[src/rtl/sap1_prog_loader.sv]
// Program loader for SAP-1: streams an image into the 16x8 program RAM, runs the core to HLT,
// and reports result/cycles/errors. Define SAP1_LOADER_ZFILL_EN to zero-fill unloaded addresses.
module sap1_prog_loader #(
  parameter int unsigned CLR_CYCLES = 2,
  parameter int unsigned CYC_W      = 16,
  parameter int unsigned MAX_CYCLES = 4000
) (
  input  logic             Clk,
  input  logic             Clr,
  input  logic             start,
  input  logic             in_valid,
  input  logic [7:0]       in_data,
  input  logic             in_last,
  output logic             in_ready,
  output logic             ram_we,
  output logic [3:0]       ram_addr,
  output logic [7:0]       ram_wdata,
  output logic             cpu_clr,
  input  logic             cpu_hlt,
  input  logic [7:0]       cpu_out,
  output logic             busy,
  output logic             done,
  output logic [7:0]       result,
  output logic [CYC_W-1:0] cycles,
  output logic             err_overflow,
  output logic             err_timeout
);

  localparam int unsigned      ClrW    = $clog2(CLR_CYCLES + 1);
  localparam logic [ClrW-1:0]  ClrLast = ClrW'(CLR_CYCLES);
  localparam logic [CYC_W-1:0] CycMax  = CYC_W'(MAX_CYCLES);

  typedef enum logic [2:0] {
    StIdle,
    StLoad,
    StDrain,
`ifdef SAP1_LOADER_ZFILL_EN
    StFill,
`endif
    StRelease,
    StRun,
    StDone
  } state_e;

  state_e           state_q, state_d;
  logic [4:0]       ptr_q, ptr_d;
  logic [4:0]       ptr_inc;
  logic             ram_we_q, ram_we_d;
  logic [3:0]       ram_addr_q, ram_addr_d;
  logic [7:0]       ram_wdata_q, ram_wdata_d;
  logic             cpu_clr_q, cpu_clr_d;
  logic [ClrW-1:0]  clr_cnt_q, clr_cnt_d;
  logic [7:0]       result_q, result_d;
  logic [CYC_W-1:0] cycles_q, cycles_d;
  logic [CYC_W-1:0] cyc_inc;
  logic             err_ovf_q, err_ovf_d;
  logic             err_to_q, err_to_d;
  logic             accept;
  state_e           img_end_state;

  assign in_ready = (state_q == StLoad) || (state_q == StDrain);
  assign accept   = in_valid & in_ready;
  assign ptr_inc  = ptr_q + 5'd1;
  assign cyc_inc  = cycles_q + 1'b1;

  // Where to go once the final image byte has been accepted in LOAD.
`ifdef SAP1_LOADER_ZFILL_EN
  assign img_end_state = ptr_inc[4] ? StRelease : StFill;
`else
  assign img_end_state = StRelease;
`endif

  always_comb begin
    state_d     = state_q;
    ptr_d       = ptr_q;
    ram_we_d    = 1'b0;
    ram_addr_d  = ram_addr_q;
    ram_wdata_d = ram_wdata_q;
    clr_cnt_d   = '0;
    result_d    = result_q;
    cycles_d    = cycles_q;
    err_ovf_d   = err_ovf_q;
    err_to_d    = err_to_q;

    unique case (state_q)
      StIdle, StDone: begin
        if (start) begin
          state_d   = StLoad;
          ptr_d     = '0;
          result_d  = '0;
          cycles_d  = '0;
          err_ovf_d = 1'b0;
          err_to_d  = 1'b0;
        end
      end

      StLoad: begin
        if (accept) begin
          ram_we_d    = 1'b1;
          ram_addr_d  = ptr_q[3:0];
          ram_wdata_d = in_data;
          ptr_d       = ptr_inc;
          if (in_last) begin
            state_d = img_end_state;
          end else if (ptr_inc[4]) begin
            // 16 bytes taken and more are coming: the image cannot fit.
            state_d   = StDrain;
            err_ovf_d = 1'b1;
          end
        end
      end

      StDrain: begin
        if (accept && in_last) begin
          state_d = StRelease;
        end
      end

`ifdef SAP1_LOADER_ZFILL_EN
      StFill: begin
        ram_we_d    = 1'b1;
        ram_addr_d  = ptr_q[3:0];
        ram_wdata_d = 8'h00;
        ptr_d       = ptr_inc;
        if (ptr_q[3:0] == 4'hF) begin
          state_d = StRelease;
        end
      end
`endif

      StRelease: begin
        // First cycle carries the trailing registered write; CLR_CYCLES more follow with clear held.
        if (clr_cnt_q == ClrLast) begin
          state_d  = StRun;
          cycles_d = '0;
        end else begin
          clr_cnt_d = clr_cnt_q + 1'b1;
        end
      end

      StRun: begin
        cycles_d = cyc_inc;
        if (cpu_hlt) begin
          result_d = cpu_out;
          state_d  = StDone;
        end else if (cyc_inc == CycMax) begin
          err_to_d = 1'b1;
          state_d  = StDone;
        end
      end

      default: begin
        state_d = StIdle;
      end
    endcase

    cpu_clr_d = (state_d != StRun);
  end

  always_ff @(posedge Clk or negedge Clr) begin
    if (!Clr) begin
      state_q     <= StIdle;
      ptr_q       <= '0;
      ram_we_q    <= 1'b0;
      ram_addr_q  <= '0;
      ram_wdata_q <= '0;
      cpu_clr_q   <= 1'b1;
      clr_cnt_q   <= '0;
      result_q    <= '0;
      cycles_q    <= '0;
      err_ovf_q   <= 1'b0;
      err_to_q    <= 1'b0;
    end else begin
      state_q     <= state_d;
      ptr_q       <= ptr_d;
      ram_we_q    <= ram_we_d;
      ram_addr_q  <= ram_addr_d;
      ram_wdata_q <= ram_wdata_d;
      cpu_clr_q   <= cpu_clr_d;
      clr_cnt_q   <= clr_cnt_d;
      result_q    <= result_d;
      cycles_q    <= cycles_d;
      err_ovf_q   <= err_ovf_d;
      err_to_q    <= err_to_d;
    end
  end

  assign ram_we       = ram_we_q;
  assign ram_addr     = ram_addr_q;
  assign ram_wdata    = ram_wdata_q;
  assign cpu_clr      = cpu_clr_q;
  assign busy         = (state_q != StIdle) && (state_q != StDone);
  assign done         = (state_q == StDone);
  assign result       = result_q;
  assign cycles       = cycles_q;
  assign err_overflow = err_ovf_q;
  assign err_timeout  = err_to_q;

endmodule
[config.mk]
export PLATFORM = sky130hd
export DESIGN_NAME = sap1_prog_loader
export DESIGN_NICKNAME = d
export VERILOG_FILES = /design/src/rtl/sap1_prog_loader.sv
export SDC_FILE = /design/constraint.sdc
export NUM_CORES = 1
export LEC_CHECK = 0
export ABC_AREA = 0
export CAP_MARGIN = 40
export CORE_AREA = 3 3 78 80
export DETAILED_ROUTE_END_ITERATION = 16
export DIE_AREA = 0 0 81 83
export PLACE_DENSITY_LB_ADDON = 0.08
export SYNTH_ARGS = -nofsm -noshare
export SYNTH_HDL_FRONTEND = slang
export SYNTH_SLANG_ARGS = --single-unit
[constraint.sdc]
create_clock -name Clk -period 5.6 [get_ports Clk]
set_input_delay 1.12 -clock Clk [delete_from_list [all_inputs] [get_ports Clk]]
set_output_delay 1.12 -clock Clk [all_outputs]
set_load 0.005 [all_outputs]
**Selected gate families**

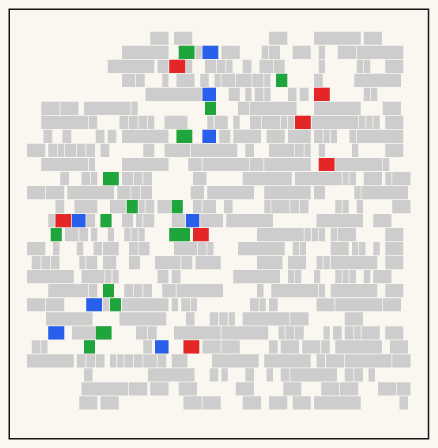
| family | color | cells |
|---|---|---|
| AND-OR and OR-AND gates | blue | 8 |
| XOR/XNOR gates | red | 7 |
| AND and OR gates | green | 14 |
post-route insts no fill: 438
combinational share of cell area: 37.3%
Commonest Layout Cell: clkdlybuf4s50_1

**Met2 routing**

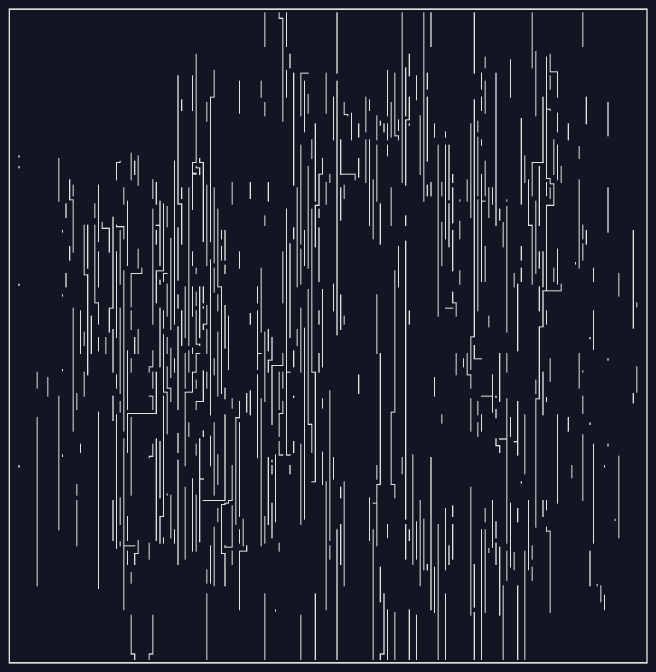
nets with wire on the layer: 308
main direction: vertical
met2 Usage GRT: 29.5%
via count: 2374

**Metal layers overlaid**

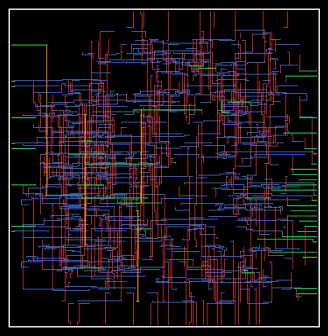
| layer | color | wire length |
|---|---|---|
| metal 1 | blue | 2970 µm |
| metal 4 | orange | 122 µm |
| metal 2 | red | 2960 µm |
| metal 3 | green | 328 µm |

==> flow_metrics.py <==
# Flow results
metrics = {
    "outcome": {
        "status": "completed",
    },
    "setup_path": {
        "reg2reg_from": "state_q[0]",
        "cp_cell_sequence": "nor2b_1 -> nor3_1 -> inv_1 -> clkdlybuf4s50_1",
        "end_kind": "primary output",
        "worst_ep_arrival_time_ns": 1.89,
        "critPathRequiredTime_ns": 4.48,
        "cpPeakStageDelay_ns": 0.59,
        "critPathLaunchType": "flip-flop",
        "crit_fanout": 14,
        "ff2ff_path_depth": 6,
    },
    "logic_synthesis": {
        "synthCells": 309,
        "synth.most_common_cell": "nand2_1",
        "ys_area_um2": 2670,
        "syn_area_per_cell_um2": 8.62,
        "ys_types": 49,
        "ff_type": "dfrtp_1",
        "async_reset_ff_share_pct": 100,
        "yosysTopAreaCell": "dfrtp_1",
        "syn-num-nets": 334,
        "synthDominantCellAreaShare_pct": 46.0,
        "top_cells_by_count": "nand2_1, dfrtp_1, o21ai_0",
        "ys_ff": 50,
        "ys_seq_share_pct": 47.0,
    },
    "global_route": {
        "grtUsageTotal_pct": 19.3,
        "grt_antenna_before_repair": 0,
        "grt_pass1_wl_mm": 10.3,
        "grt_pass1_vias": 2128,
        "grt_overflow_total": 0,
    },
    "timing": {
        "report.final.hold_viol_count": 0,
        "max_freq_mhz": 332,
        "min_period_ns": 3.01,
        "rsz0062_at_grt": "false",
        "fin_ws_ns": 2.59,
        "report.final.slew_viol_count": 0,
        "tightest_slew_ns": 0.734,
    },
    "finish": {
        "num-nets-final": 390,
        "drive_gt1_share_pct": 5.19,
    },
    "drt": {
        "wirelength_mm": 6.38,
        "wl_met2_mm": 2.96,
        "first_iter_violations": 74,
        "viasPerCell": 5.42,
        "drc_errors": 0,
        "dr.pass1.iters": 4,
        "wl_met3_um": 327,
        "drtAntennaViolNets": 0,
        "highest_layer": "met4",
        "drt-wirelength-per-cell_um": 14.6,
    },
    "placement": {
        "dp_worst_setup_slack_ns": 2.33,
        "portBuffers": 64,
        "dp.final_hpwl_mm": 4.51,
        "place_congestion": 0.839,
    },
    "run": {
        "warning_count": 27,
        "cap_violations": 0,
    },
    "floorplan": {
        "dieWidth_um": 81,
        "chip_area_um2": 6720,
        "core.rowCount": 27,
        "core_area_um2": 5470,
        "fp-utilization_pct": 48.7,
    },
    "clock_network": {
        "path_clk_slew_ns": 0.08,
        "cts_sinks": 50,
        "clock_latency_ns": 0.30,
        "cts_tree": "done",
        "holdBufCountCts": 0,
        "htree_levels": 2,
        "cts_setup_buffers": 0,
    },
    "pwr": {
        "irDropWorstVdd_mv": 0.151,
        "p_leak_nw": 1.43,
    },
    "min_path": {
        "hold_class": "flip-flop to flip-flop",
    },
}
-- cells by family (layout without fill, tap and decap cells) --
logic type      Yosys count  count (layout)  share of synthesized area [%]
buf+inv                  31              88                           4.88
simple gates            139             139                           26.4
flops                    50              50                           47.0
xor+xnor                  7               7                           2.30
fa+ha+maj                 3               3                           1.41
compound gates           79              79                           18.0
-- worst min-delay path by stage --
stage                       from           end  slack (ns)  depth (start not counted)
finish              clr_cnt_q[1]  clr_cnt_q[1]        0.45                          1
global route        clr_cnt_q[0]  clr_cnt_q[0]        0.49                          1
CTS                 clr_cnt_q[1]  clr_cnt_q[1]        0.45                          1
detailed placement  clr_cnt_q[1]  clr_cnt_q[1]        0.44                          1
global placement    clr_cnt_q[1]  clr_cnt_q[0]        0.43                          1
floorplan           clr_cnt_q[1]  clr_cnt_q[0]        0.42                          1
-- report_power, final --
part | switching [mW] | leakage [nW] | internal, mW | total [mW]
sequential | 0.109 | 0.669 | 0.444 | 0.553
clock | 0.116 | 0.0514 | 0.133 | 0.249
combinational | 0.178 | 0.712 | 0.221 | 0.398
total | 0.403 | 1.43 | 0.798 | 1.20
-- layout by cell type, fill, tap and decap left out, types with 4 or more instances in the layout --
cell type | synthesis | final
dfrtp_1 | 49 | 49
o21ai_0 | 37 | 37
inv_1 | 13 | 13
nor2_1 | 15 | 15
clkdlybuf4s50_1 | 0 | 63
nand4_1 | 7 | 7
a31oi_1 | 4 | 4
or3_1 | 4 | 4
nand3_1 | 20 | 20
nor2b_1 | 6 | 6
xnor2_1 | 4 | 4
clkbuf_8 | 0 | 5
a21oi_1 | 14 | 14
o31ai_1 | 4 | 4
nand2b_1 | 4 | 4
nand2_1 | 61 | 61
-- critical path: cells and delay by family, from the launching register on --
kind / cells / cell delay, ns
and+or+nand+nor: 2 / 0.44
DFF: 1 / 0.59
buffers and inverters: 2 / 0.57
-- final cells by class --
class / count / area [µm²]
timing repair buffer: 67 / 658
sequential: 50 / 1250
tap: 72 / 90.1
inverter: 13 / 48.8
fill: 468 / 2030
clock buffer: 6 / 72.6
clock inverter: 2 / 37.5
multi-input combinational: 228 / 1280
-- registers in the layout, indices dropped and copies added (netlist names) --
name          cells
clr_cnt_q         2
cpu_clr           1
cycles           16
err_overflow      1
err_timeout       1
ptr_q             5
ram_addr          4
ram_wdata         8
ram_we            1
result            8
state_q           3
-- per-layer routing --
layer,vias to the layer above,GRT usage (%)
li1,1190,-
met2,70,29.5
met4,0,6.45
met3,8,3.69
met1,1106,27.4
met5,-,0
-- through the flow --
step	cell area (µm²)	hold slack, ns	util (%)	total power [mW]	std cells
global route	3440	0.487	62.9	1.29	438
finish	3440	0.450	62.9	1.20	438
CTS	3440	0.452	62.9	1.22	438
global placement	3320	0.431	60.6	0.949	428
detailed placement	3330	0.440	60.9	0.964	430
floorplan	2670	0.422	-	0.745	309
Power and IR drop assume default switching activity.
